Fig. 1: power grid
Bar = 20 um. Pins as bars on the die edge.
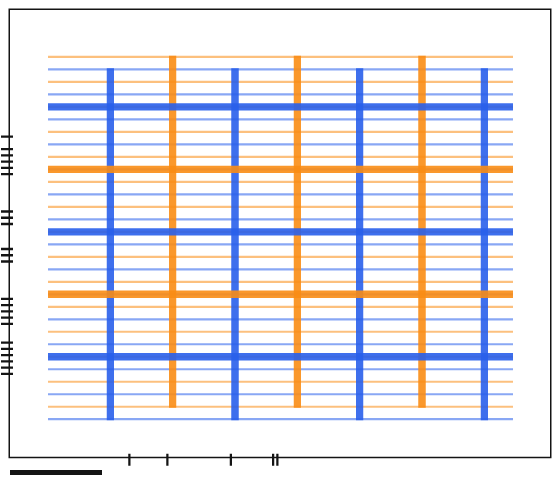
Fig. 2: cell classes on the final placement
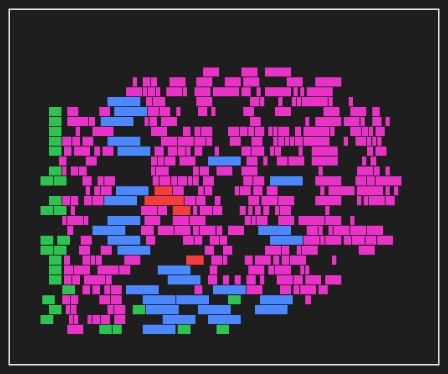
Fig. 3: clock distribution
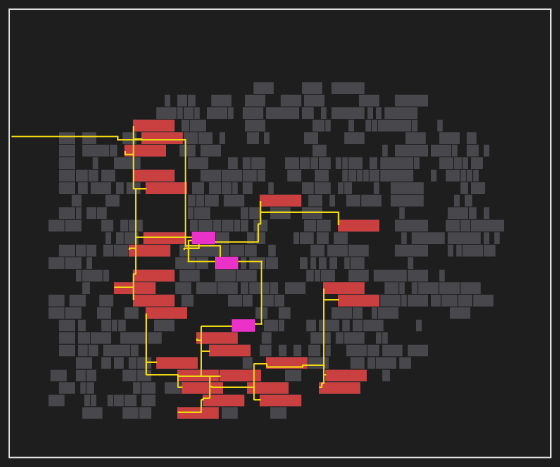
Fig. 4: signal wires by layer
Bar = 20 um.
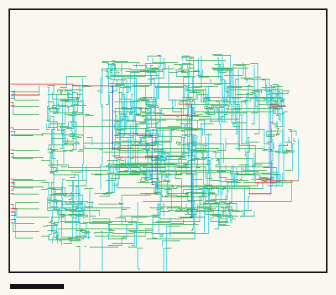
Fig. 5: routing congestion
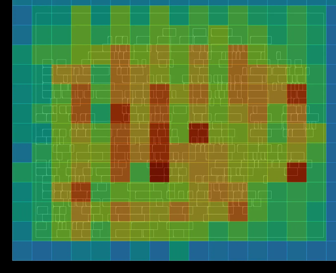
### src/rtl/arc_tan_pkg.sv
// arc_tan_pkg
// Shared types and constants for the Sobel edge-direction quantiser.
//   angle_t        : 2-bit signed Canny direction code
//   ANG_*          : direction codes for 0, 45, 90 and 135 degrees
//   *_DEF          : default gradient width and Q8 tangent thresholds
//   TAN_BITS       : bit budget of the Q8 tangent constants; products are
//                    widened by this many bits so ax*TAN never overflows
package arc_tan_pkg;

    typedef logic signed [1:0] angle_t;

    localparam angle_t ANG_0   = 2'sd0;
    localparam angle_t ANG_45  = 2'sd1;
    localparam angle_t ANG_90  = -2'sd2;
    localparam angle_t ANG_135 = -2'sd1;

    localparam int WIDTH_DEF    = 11;
    localparam int TAN22_Q8_DEF = 106;
    localparam int TAN67_Q8_DEF = 618;

    // Both tangent constants fit in 10 bits (618 < 1024).
    localparam int TAN_BITS = 10;

endpackage

### src/rtl/arc_tan_abs.sv
// arc_tan_abs
// Combinational two's-complement to magnitude conversion.
//   val     : WIDTH-bit signed input
//   abs_val : WIDTH-bit unsigned magnitude; the most negative input maps to
//             2^(WIDTH-1), which still fits because the output is unsigned
module arc_tan_abs
    import arc_tan_pkg::*;
#(
    parameter int WIDTH = WIDTH_DEF
) (
    input  logic signed [WIDTH-1:0] val,
    output logic        [WIDTH-1:0] abs_val
);

    localparam logic [WIDTH-1:0] ONE = WIDTH'(1);

    logic [WIDTH-1:0] raw;

    assign raw = val;

    // Negate through invert-plus-one on the raw bits; for -2^(WIDTH-1) this
    // wraps back to the same bit pattern, which read unsigned is the magnitude.
    assign abs_val = raw[WIDTH-1] ? (~raw + ONE) : raw;

endmodule

### src/rtl/arc_tan_quant.sv
// arc_tan_quant
// Quantises a Sobel gradient (Gx, Gy) into one of four Canny direction
// sectors using Q8 tangent thresholds and shift-add constant products.
// Two registered stages, valid strobe carried alongside the data.
//   clk       : rising-edge clock
//   rst_n     : asynchronous active-low reset
//   in_valid  : Gx/Gy valid this cycle
//   Gx, Gy    : WIDTH-bit signed gradients
//   out_valid : angle (and mag) valid, two edges after in_valid
//   angle     : 0=0deg, 1=45deg, -2=90deg, -1=135deg
//   mag       : |Gx|+|Gy|, only when ARC_TAN_MAG_EN is defined
// Optional feature macro: ARC_TAN_MAG_EN
module arc_tan_quant
    import arc_tan_pkg::*;
#(
    parameter int WIDTH    = WIDTH_DEF,
    parameter int TAN22_Q8 = TAN22_Q8_DEF,
    parameter int TAN67_Q8 = TAN67_Q8_DEF
) (
    input  logic                    clk,
    input  logic                    rst_n,
    input  logic                    in_valid,
    input  logic signed [WIDTH-1:0] Gx,
    input  logic signed [WIDTH-1:0] Gy,
    output logic                    out_valid,
    output logic signed [1:0]       angle
`ifdef ARC_TAN_MAG_EN
    ,
    output logic        [WIDTH:0]   mag
`endif
);

    localparam int PW = WIDTH + TAN_BITS;

    logic [WIDTH-1:0] gx_abs;
    logic [WIDTH-1:0] gy_abs;

    logic             s1_valid;
    logic [WIDTH-1:0] s1_ax;
    logic [WIDTH-1:0] s1_ay;
    logic             s1_sgn_eq;
    logic             s1_nz;

    logic [PW-1:0]    ax_ext;
    logic [PW-1:0]    y_q8;
    logic [PW-1:0]    lo_q8;
    logic [PW-1:0]    hi_q8;
    angle_t           angle_nxt;

    arc_tan_abs #(.WIDTH(WIDTH)) u_abs_x (
        .val     (Gx),
        .abs_val (gx_abs)
    );

    arc_tan_abs #(.WIDTH(WIDTH)) u_abs_y (
        .val     (Gy),
        .abs_val (gy_abs)
    );

    // Stage 1: magnitudes plus the two sign/zero flags needed to tell the
    // diagonals apart. Data loads every cycle so idle slots stay deterministic.
    always_ff @(posedge clk or negedge rst_n) begin
        if (!rst_n) begin
            s1_valid  <= 1'b0;
            s1_ax     <= '0;
            s1_ay     <= '0;
            s1_sgn_eq <= 1'b0;
            s1_nz     <= 1'b0;
        end else begin
            s1_valid  <= in_valid;
            s1_ax     <= gx_abs;
            s1_ay     <= gy_abs;
            s1_sgn_eq <= (Gx[WIDTH-1] == Gy[WIDTH-1]);
            s1_nz     <= (Gx != '0) && (Gy != '0);
        end
    end

    assign ax_ext = {{TAN_BITS{1'b0}}, s1_ax};
    assign y_q8   = {{(TAN_BITS-8){1'b0}}, s1_ay, 8'b0};

    // Constant products ax*TAN as a sum of shifted copies of ax, one term per
    // set bit of the Q8 constant; comparing ay*256 against them is the same as
    // comparing ay/ax against the tangent without any divide.
    always_comb begin
        lo_q8 = '0;
        hi_q8 = '0;
        for (int i = 0; i < TAN_BITS; i++) begin
            if (TAN22_Q8[i]) lo_q8 = lo_q8 + (ax_ext << i);
            if (TAN67_Q8[i]) hi_q8 = hi_q8 + (ax_ext << i);
        end
    end

    // Sector decision. Equality with either threshold falls through to the
    // diagonal branch. A zero vector gives Y=L=H=0 and nz=0, landing on 0deg.
    always_comb begin
        angle_nxt = ANG_0;
        if (y_q8 < lo_q8) begin
            angle_nxt = ANG_0;
        end else if (y_q8 > hi_q8) begin
            angle_nxt = ANG_90;
        end else if (s1_nz) begin
            angle_nxt = s1_sgn_eq ? ANG_45 : ANG_135;
        end
    end

    // Stage 2: registered outputs aligned with the pipelined valid bit.
    always_ff @(posedge clk or negedge rst_n) begin
        if (!rst_n) begin
            out_valid <= 1'b0;
            angle     <= ANG_0;
        end else begin
            out_valid <= s1_valid;
            angle     <= angle_nxt;
        end
    end

`ifdef ARC_TAN_MAG_EN
    // L1 magnitude registered in the same stage as the angle.
    always_ff @(posedge clk or negedge rst_n) begin
        if (!rst_n) begin
            mag <= '0;
        end else begin
            mag <= {1'b0, s1_ax} + {1'b0, s1_ay};
        end
    end
`else
    // Angle-only build: no magnitude register.
`endif

endmodule

### config.mk
export PLATFORM = sky130hd
export DESIGN_NAME = arc_tan_quant
export DESIGN_NICKNAME = d
export VERILOG_FILES = /design/src/rtl/arc_tan_pkg.sv /design/src/rtl/arc_tan_abs.sv /design/src/rtl/arc_tan_quant.sv
export SDC_FILE = /design/constraint.sdc
export NUM_CORES = 1
export LEC_CHECK = 0
export CAP_MARGIN = 20
export CORE_ASPECT_RATIO = 0.8
export CORE_MARGIN = 8
export CORE_UTILIZATION = 40
export DETAILED_ROUTE_END_ITERATION = 10
export SYNTH_ARGS = -nofsm -noshare
export SYNTH_HDL_FRONTEND = slang
export SYNTH_HIERARCHICAL = 1
export SYNTH_SLANG_ARGS = --single-unit
### constraint.sdc
create_clock -name clk -period 8.8 [get_ports clk]
set_input_delay 1.76 -clock clk [delete_from_list [all_inputs] [get_ports clk]]
set_output_delay 1.76 -clock clk [all_outputs]
set_load 0.03 [all_outputs]
==> CHANGELOG.md <==
## Flow update

* Status: finished clean
* Fillers at approximately 780
* Most frequently placed logic cell in the final layout: ha_1
* Total CTS buffers at 3
* Reg2Reg Capture Point: angle[0]
* DRT Pass-1 Iters at 5
* Gate power share at 0.817
* Seq power at approximately 160 uW
* Worst slew margin at 0.669
* Nets at Floorplan at 448
* Net Sw Frac at 0.495
* Synth top area share at 0.216
* WP depth at 23
* Final slew viol count at 0
* R2r startpoint: s1_ax[3]
* Hold Path Class: flip-flop to flip-flop
* Bufs w/o clock at 28
* Vias in the first global route at approximately 2,700
* Area Growth Syn to Fin at 13.7%
* WHS Endpoint: out_valid
* Critical path buffers and inverters at 3
* # DRC at 0
* # resized after CTS at 0
* XOR-XNOR Cells, Area Fraction at 0.0929
* Tapcells at 108
* CTS tree: built
* Final non-clock buffer share at 0.0740
* Post-route met1 wirelength at approximately 4.0 mm
* Async S/R FF share, synth at 1.00
* Worst Slack Setup Final at approximately 2.8 ns
* Crit Path Class: flip-flop to flip-flop
* Seq/Total Area, Yosys at 0.212
* Post-synth mux share at 0.00303
* Final Cell Area at 3750 um^2
* Storage element area at ~700 um^2
* Clock Latency Late Sink at around 0.28 ns
* Most frequently placed logic cells in the final layout: ha_1, inv_1, dfrtp_1, clkdlybuf4s50_1, xnor2_1
About Fig. 1:
Orange is VDD. Blue is VSS.
7 straps on met4. 30 met1 rails follow the rows. The core has 29 rows. 28 signal pins sit on the boundary.
Peak VDD IR: 0.000168 V
Die Ht: 97.3 um
core area: 7980 um^2
Die W: 118 um

About Fig. 2:
Green is other buffers and delay cells, cells 28, share of their area 7.7%. Red is clock drivers and dummy loads, cells 4, share of their area 2.0%. Blue is flip-flops, cells 28, share of their area 19%. Magenta is all other logic, cells 315, share of their area 71%.
row count: 29
Seq/total area: 0.187

About Fig. 3:
Magenta is cells driving clock nets, count 3. Red is flip-flops, count 28. Yellow is clock wires, length 365 um.
There are 4 routed clock nets.
Final Skew: 0.00350 ns
clock share of power: 0.072

About Fig. 4:
Blue is met4, wire length 124 um. Green is met1, wire length 4,010 um. Cyan is met2, wire length 3,100 um. Red is met3, wire length 174 um.
Vias: 2,561
Total Routing Usage GR: 0.131
drt wl/cell: 15.3 um
final WL: 7.41 mm

About Fig. 5:
layer with the highest usage: met2
met1 Use GR: 0.190
M2 GR Usage: 0.201
GRT met3 Usage: 0.0168
final core utilization: 0.470

No activity file was given, so power comes from the tool's default toggle rates.
